--- config.mk ---
export PLATFORM = sky130hd
export DESIGN_NAME = store_align_unit_flat
export DESIGN_NICKNAME = d
export VERILOG_FILES = /design/src/rtl/store_align_if.sv /design/src/rtl/store_align_unit.sv /design/src/flat_wrapper.sv
export SDC_FILE = /design/constraint.sdc
export NUM_CORES = 1
export LEC_CHECK = 0
export ABC_AREA = 1
export CORE_MARGIN = 2
export CORE_UTILIZATION = 35
export CTS_CLUSTER_SIZE = 24
export DETAILED_ROUTE_END_ITERATION = 16
export DONT_BUFFER_PORTS = 1
export GPL_TIMING_DRIVEN = 1
export HOLD_SLACK_MARGIN = 0.08
export PLACE_DENSITY = 0.59
export SLEW_MARGIN = 5
export SYNTH_ARGS = -nofsm -noshare
export SYNTH_HDL_FRONTEND = slang
export SYNTH_SLANG_ARGS = --single-unit
--- constraint.sdc ---
create_clock -name clk -period 1.6 [get_ports clk]
set_clock_uncertainty 0.1 [all_clocks]
set_input_delay 0.32 -clock clk [delete_from_list [all_inputs] [get_ports clk]]
set_output_delay 0.32 -clock clk [all_outputs]
set_load 0.005 [all_outputs]
--- src/rtl/store_align_if.sv ---
// Store request and memory write-beat bundle for store_align_unit.
// master: datapath + memory side; slave: store_align_unit.
interface store_align_if #(
    parameter int DATA_W = 32,
    parameter int ADDR_W = 32
);
    localparam int BYTES = DATA_W / 8;

    logic              req_valid;
    logic              req_ready;
    logic [1:0]        req_size;
    logic [ADDR_W-1:0] req_addr;
    logic [DATA_W-1:0] req_wdata;
    logic              mem_valid;
    logic              mem_ready;
    logic [ADDR_W-1:0] mem_addr;
    logic [DATA_W-1:0] mem_wdata;
    logic [BYTES-1:0]  mem_be;
    logic              st_done;
    logic              st_err;

    modport master (
        output req_valid, req_size, req_addr, req_wdata, mem_ready,
        input  req_ready, mem_valid, mem_addr, mem_wdata, mem_be,
        input  st_done, st_err
    );

    modport slave (
        input  req_valid, req_size, req_addr, req_wdata, mem_ready,
        output req_ready, mem_valid, mem_addr, mem_wdata, mem_be,
        output st_done, st_err
    );
endinterface

--- src/rtl/store_align_unit.sv ---
// Store path: turns one store request into one or two aligned write beats.
// Ports: clk, rst_n (async active-low), bus (store_align_if.slave).
module store_align_unit #(
    parameter int DATA_W          = 32,
    parameter int ADDR_W          = 32,
    parameter bit ALLOW_UNALIGNED = 1'b1
) (
    input logic          clk,
    input logic          rst_n,
    store_align_if.slave bus
);
    localparam int BYTES = DATA_W / 8;
    localparam int OFF_W = $clog2(BYTES);

    localparam logic [1:0] S_IDLE  = 2'd0;
    localparam logic [1:0] S_BEAT0 = 2'd1;
    localparam logic [1:0] S_BEAT1 = 2'd2;

    logic [1:0]        r_state;
    logic              r_split;
    logic              r_mem_valid;
    logic [ADDR_W-1:0] r_mem_addr;
    logic [DATA_W-1:0] r_mem_wdata;
    logic [BYTES-1:0]  r_mem_be;
    logic [ADDR_W-1:0] r_addr1;
    logic [DATA_W-1:0] r_wdata1;
    logic [BYTES-1:0]  r_be1;
    logic              r_done;
    logic              r_err;

    logic [OFF_W-1:0]    w_off;
    logic [4:0]          w_nbytes;
    logic [4:0]          w_end;
    logic [ADDR_W-1:0]   w_base;
    logic                w_too_big;
    logic                w_misal;
    logic                w_illegal;
    logic                w_split;
    logic [2*BYTES-1:0]  w_be_wide;
    logic [2*DATA_W-1:0] w_wd_wide;

    assign w_off     = bus.req_addr[OFF_W-1:0];
    assign w_nbytes  = 5'd1 << bus.req_size;
    assign w_end     = 5'(w_off) + w_nbytes;
    assign w_base    = {bus.req_addr[ADDR_W-1:OFF_W], {OFF_W{1'b0}}};
    assign w_too_big = w_nbytes > 5'(BYTES);
    assign w_misal   = (5'(w_off) & (w_nbytes - 5'd1)) != 5'd0;
    assign w_illegal = w_too_big || (!ALLOW_UNALIGNED && w_misal);
    assign w_split   = w_end > 5'(BYTES);

    // Shift across a double-width window: the low half is beat 0,
    // the high half is whatever spills into the next word (beat 1).
    assign w_be_wide = (((2*BYTES)'(1) << w_nbytes) - (2*BYTES)'(1))
                       << w_off;
    assign w_wd_wide = {{DATA_W{1'b0}}, bus.req_wdata}
                       << {w_off, 3'b000};

    always_ff @(posedge clk or negedge rst_n) begin
        if (!rst_n) begin
            r_state     <= S_IDLE;
            r_split     <= 1'b0;
            r_mem_valid <= 1'b0;
            r_mem_addr  <= '0;
            r_mem_wdata <= '0;
            r_mem_be    <= '0;
            r_addr1     <= '0;
            r_wdata1    <= '0;
            r_be1       <= '0;
            r_done      <= 1'b0;
            r_err       <= 1'b0;
        end else begin
            r_done <= 1'b0;
            r_err  <= 1'b0;
            case (r_state)
                S_IDLE: begin
                    if (bus.req_valid) begin
                        if (w_illegal) begin
                            r_err <= 1'b1;
                        end else begin
                            r_state     <= S_BEAT0;
                            r_split     <= w_split;
                            r_mem_valid <= 1'b1;
                            r_mem_addr  <= w_base;
                            r_mem_be    <= w_be_wide[BYTES-1:0];
                            r_mem_wdata <= w_wd_wide[DATA_W-1:0];
                            r_addr1     <= w_base + ADDR_W'(BYTES);
                            r_be1       <= w_be_wide[2*BYTES-1:BYTES];
                            r_wdata1    <= w_wd_wide[2*DATA_W-1:DATA_W];
                        end
                    end
                end
                S_BEAT0: begin
                    if (bus.mem_ready) begin
                        if (r_split) begin
                            r_state     <= S_BEAT1;
                            r_mem_addr  <= r_addr1;
                            r_mem_be    <= r_be1;
                            r_mem_wdata <= r_wdata1;
                        end else begin
                            r_state     <= S_IDLE;
                            r_mem_valid <= 1'b0;
                            r_done      <= 1'b1;
                        end
                    end
                end
                S_BEAT1: begin
                    if (bus.mem_ready) begin
                        r_state     <= S_IDLE;
                        r_mem_valid <= 1'b0;
                        r_done      <= 1'b1;
                    end
                end
                default: r_state <= S_IDLE;
            endcase
        end
    end

    assign bus.req_ready = (r_state == S_IDLE);
    assign bus.mem_valid = r_mem_valid;
    assign bus.mem_addr  = r_mem_addr;
    assign bus.mem_wdata = r_mem_wdata;
    assign bus.mem_be    = r_mem_be;
    assign bus.st_done   = r_done;
    assign bus.st_err    = r_err;
endmodule

--- src/flat_wrapper.sv ---
// flat-port wrapper written by rule: the top's interface ports become plain ports
module store_align_unit_flat 
#(
    parameter int DATA_W          = 32,
    parameter int ADDR_W          = 32,
    parameter bit ALLOW_UNALIGNED = 1'b1
)
  (clk, rst_n, bus_req_valid, bus_req_size, bus_req_addr, bus_req_wdata, bus_mem_ready, bus_req_ready, bus_mem_valid, bus_mem_addr, bus_mem_wdata, bus_mem_be, bus_st_done, bus_st_err);
  store_align_if #(.DATA_W(DATA_W), .ADDR_W(ADDR_W)) bus_i ();
  input logic clk;
  input logic rst_n;
  input wire logic [$bits(bus_i.req_valid)-1:0] bus_req_valid;
  input wire logic [$bits(bus_i.req_size)-1:0] bus_req_size;
  input wire logic [$bits(bus_i.req_addr)-1:0] bus_req_addr;
  input wire logic [$bits(bus_i.req_wdata)-1:0] bus_req_wdata;
  input wire logic [$bits(bus_i.mem_ready)-1:0] bus_mem_ready;
  output wire logic [$bits(bus_i.req_ready)-1:0] bus_req_ready;
  output wire logic [$bits(bus_i.mem_valid)-1:0] bus_mem_valid;
  output wire logic [$bits(bus_i.mem_addr)-1:0] bus_mem_addr;
  output wire logic [$bits(bus_i.mem_wdata)-1:0] bus_mem_wdata;
  output wire logic [$bits(bus_i.mem_be)-1:0] bus_mem_be;
  output wire logic [$bits(bus_i.st_done)-1:0] bus_st_done;
  output wire logic [$bits(bus_i.st_err)-1:0] bus_st_err;
  assign bus_i.req_valid = bus_req_valid;
  assign bus_i.req_size = bus_req_size;
  assign bus_i.req_addr = bus_req_addr;
  assign bus_i.req_wdata = bus_req_wdata;
  assign bus_i.mem_ready = bus_mem_ready;
  assign bus_req_ready = bus_i.req_ready;
  assign bus_mem_valid = bus_i.mem_valid;
  assign bus_mem_addr = bus_i.mem_addr;
  assign bus_mem_wdata = bus_i.mem_wdata;
  assign bus_mem_be = bus_i.mem_be;
  assign bus_st_done = bus_i.st_done;
  assign bus_st_err = bus_i.st_err;
  store_align_unit #(.DATA_W(DATA_W), .ADDR_W(ADDR_W), .ALLOW_UNALIGNED(ALLOW_UNALIGNED)) u_core (.clk(clk), .rst_n(rst_n), .bus(bus_i));
endmodule
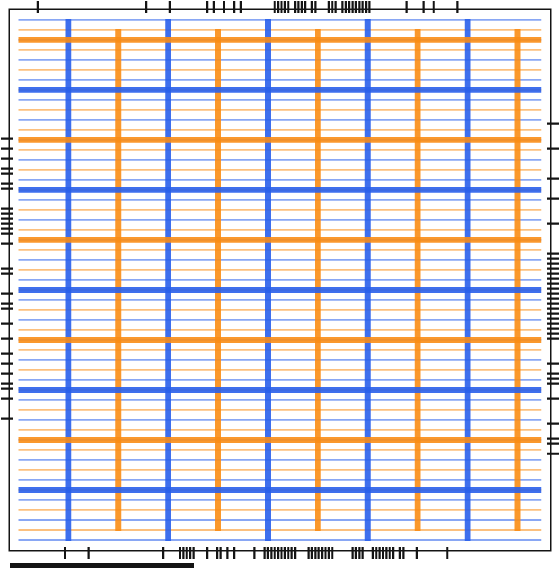
(power grid)
Bar = 50 um. Pins as bars on the die edge.
| colour | net |
|---|---|
| blue | VSS |
| orange | VDD |
rows: 52
signal pins: 142
met1 rails: 53
met4 straps: 10

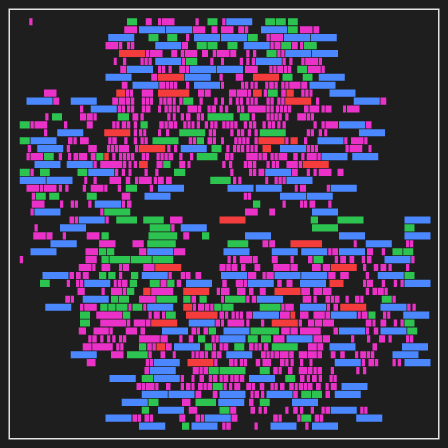
(cell classes on the final placement)
| colour | class | cells | share of their area |
|---|---|---|---|
| red | clock drivers and dummy loads | 32 | 6.5% |
| green | remaining buffers and delay cells | 124 | 16% |
| magenta | combinational and other logic | 769 | 43% |
| blue | sequential cells | 130 | 34% |

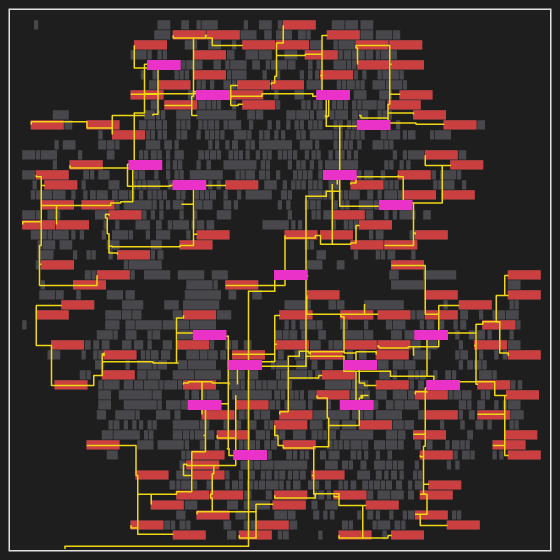
(clock wires, drivers and flops)
[yellow] clock wires | length: 1960 um
[red] flip-flops | count: 130
[magenta] clock drivers | count: 17
flops lie: all over the die

## path summary, 6_finish.rpt
kind                                          from                        to  slack (ns)  cells past startpoint
worst max-delay path             u_core.r_state[0]           u_core.r_be1[0]       -0.11                      9
min in group clk                   bus_req_addr[1]  u_core.bus.mem_wdata[30]        0.08                      2
worst max register to register   u_core.r_state[0]           u_core.r_be1[0]       -0.11                      9
max in group asynchronous                    rst_n   u_core.bus.mem_addr[19]        1.74                      0
worst min register to register  u_core.r_addr1[24]        u_core.r_addr1[24]        0.37                      2
worst min-delay path                         rst_n   u_core.bus.mem_wdata[8]       -0.51                      0
## registers in the layout (all words and copies together) (netlist names)
register              flops
u_core.r_state            2
u_core.r_split            1
u_core.bus.mem_addr      30
u_core.bus.st_done        1
u_core.bus.mem_be         4
u_core.bus.mem_wdata     32
u_core.r_be1              4
u_core.bus.mem_valid      1
u_core.bus.st_err         1
u_core.r_wdata1          24
u_core.r_addr1           30
## final cells by class
cell class | instances | area (sq um) | area share, %
Sequential cell | 130 | 3250 | 33.2
Timing Repair Buffer | 124 | 1500 | 15.3
Inverter | 72 | 295 | 3.01
Antenna cell | 1 | 2.50 | 0.0255
Multi-Input combinational cell | 697 | 3800 | 38.8
Clock buffer | 18 | 439 | 4.48
Clock inverter | 14 | 175 | 1.79
Tap cell | 270 | 338 | 3.45
## metrics by stage
step           power (mW)  instance area, sq um  utilization (%)  hold WS (ns)  setup TNS, ns
2_1_floorplan        10.2                  7190                -       -0.0756          -1.86
3_3_place_gp         11.6                  7580             37.7       -0.0697          -3.56
3_5_place_dp         11.7                  7580             37.7       -0.0702          -8.51
4_1_cts              16.7                  9110             45.3        -0.529          -2.44
5_1_grt              19.9                  9810             48.8        -0.531         -14.76
6_report             18.7                  9810             48.8        -0.510          -4.69
==> design notes <==
The run finished, with violations left. The checks that failed: negative hold slack, negative setup slack. The post-synthesis share of cell area spent on and, or, nand and nor gates was 27.3%. Setup repair after global routing could not meet its margin everywhere.

The warning total across the stage logs is 36, and the initial antenna violation count is 1. The H-tree depth reported by CTS is 4. The number of primary I/O pins was 142.

The tools report the worst setup slack before clock tree synthesis as -0.160 ns. The logs give -0.510 ns for the post-route worst hold slack and 11.3 mW for the internal portion of total power. The slowest stage of the critical path belongs to the cell sky130_fd_sc_hd__dfrtp_1. The global routing report lists met3 layer usage as 7.92%. After filler insertion, the fill cell instance count of the layout stands at 1859.

The final net count is 1120, and the final antenna-violating net count is 0. At the pin with the least slew margin, the transition time is 0.511 ns. Excluding fillers, the count of instances in the completed layout stands at 1326. With the largest net degree at the start of global routing at 131, the met2 wirelength from detailed routing is 11400 um.

With the average instance area after synthesis at 7.53 sq um, the portion of synthesized cell area occupied by the leading cell type is 45.6%. The report lists the power per cell area as 1910 mW/mm^2. Per the OpenROAD floorplan log, the width of the die is 147 um. The number of buffers and inverters on the critical path is 4.

Worst max-slew margin expressed relative to the limit: 65.5%. By startpoint and endpoint, the worst setup path is classified as reg -> reg. Summed over all instances, the cell type with the most area after synthesis is sky130_fd_sc_hd__dfrtp_1.

The path class of the tightest hold or removal check is in -> async. The detailed-route wire length per cell is 18.9 um, and the synthesized netlist cell count is 948. The aoi/oai-family share of the synthesized area came out at 17.2%. The area recorded from the Yosys report for this design is 0.00714 sq mm. The flow reports that the clock network draws 22.0% of the design power. The leakage power in the latest report is 4.41 nW. The flow reports an fmax of 584 MHz.

The routed layout reports a DRC error count of 0. Worst setup slack after layout: -0.111 ns. The total area inside the core boundary comes to 0.0201 sq mm. The count of final hold-check violations was 130; the combinational cell power was 8.55 mW. Of all nets on the critical path, the largest fanout is 8. The most frequent cell on the critical path is sky130_fd_sc_hd__buf_12. The dominant delay contributor by cell family on the critical path is buffers and inverters. The setup-violating endpoint count in the final report came out at 90.

The shortest period the worst path allows is 1.71 ns. Sequential cells consume a total of 6.05 mW. The detail-routed via count per cell was 5.17. The chip footprint came out at 0.0216 sq mm. The OpenROAD report gives the critical path a data arrival time of 1.98 ns. Per the final layout report, the fraction of cells sized above drive strength 1 comes to 23.1%. The clock network power came out at 4.13 mW.

The flow reports that combinational logic draws 45.7% of the design power. According to the floorplan report, the die height is 147 um. The run gives 0.06 ns for the clock transition at the register clock pins on the worst setup and hold paths after CTS.

TritonCTS built the clock tree. Multiplexer cells account for 0% of the synthesized area. The run gives 0 for the total overflow reported by the global router.
Power figures rest on the tool's default switching activity, not on a simulated workload.
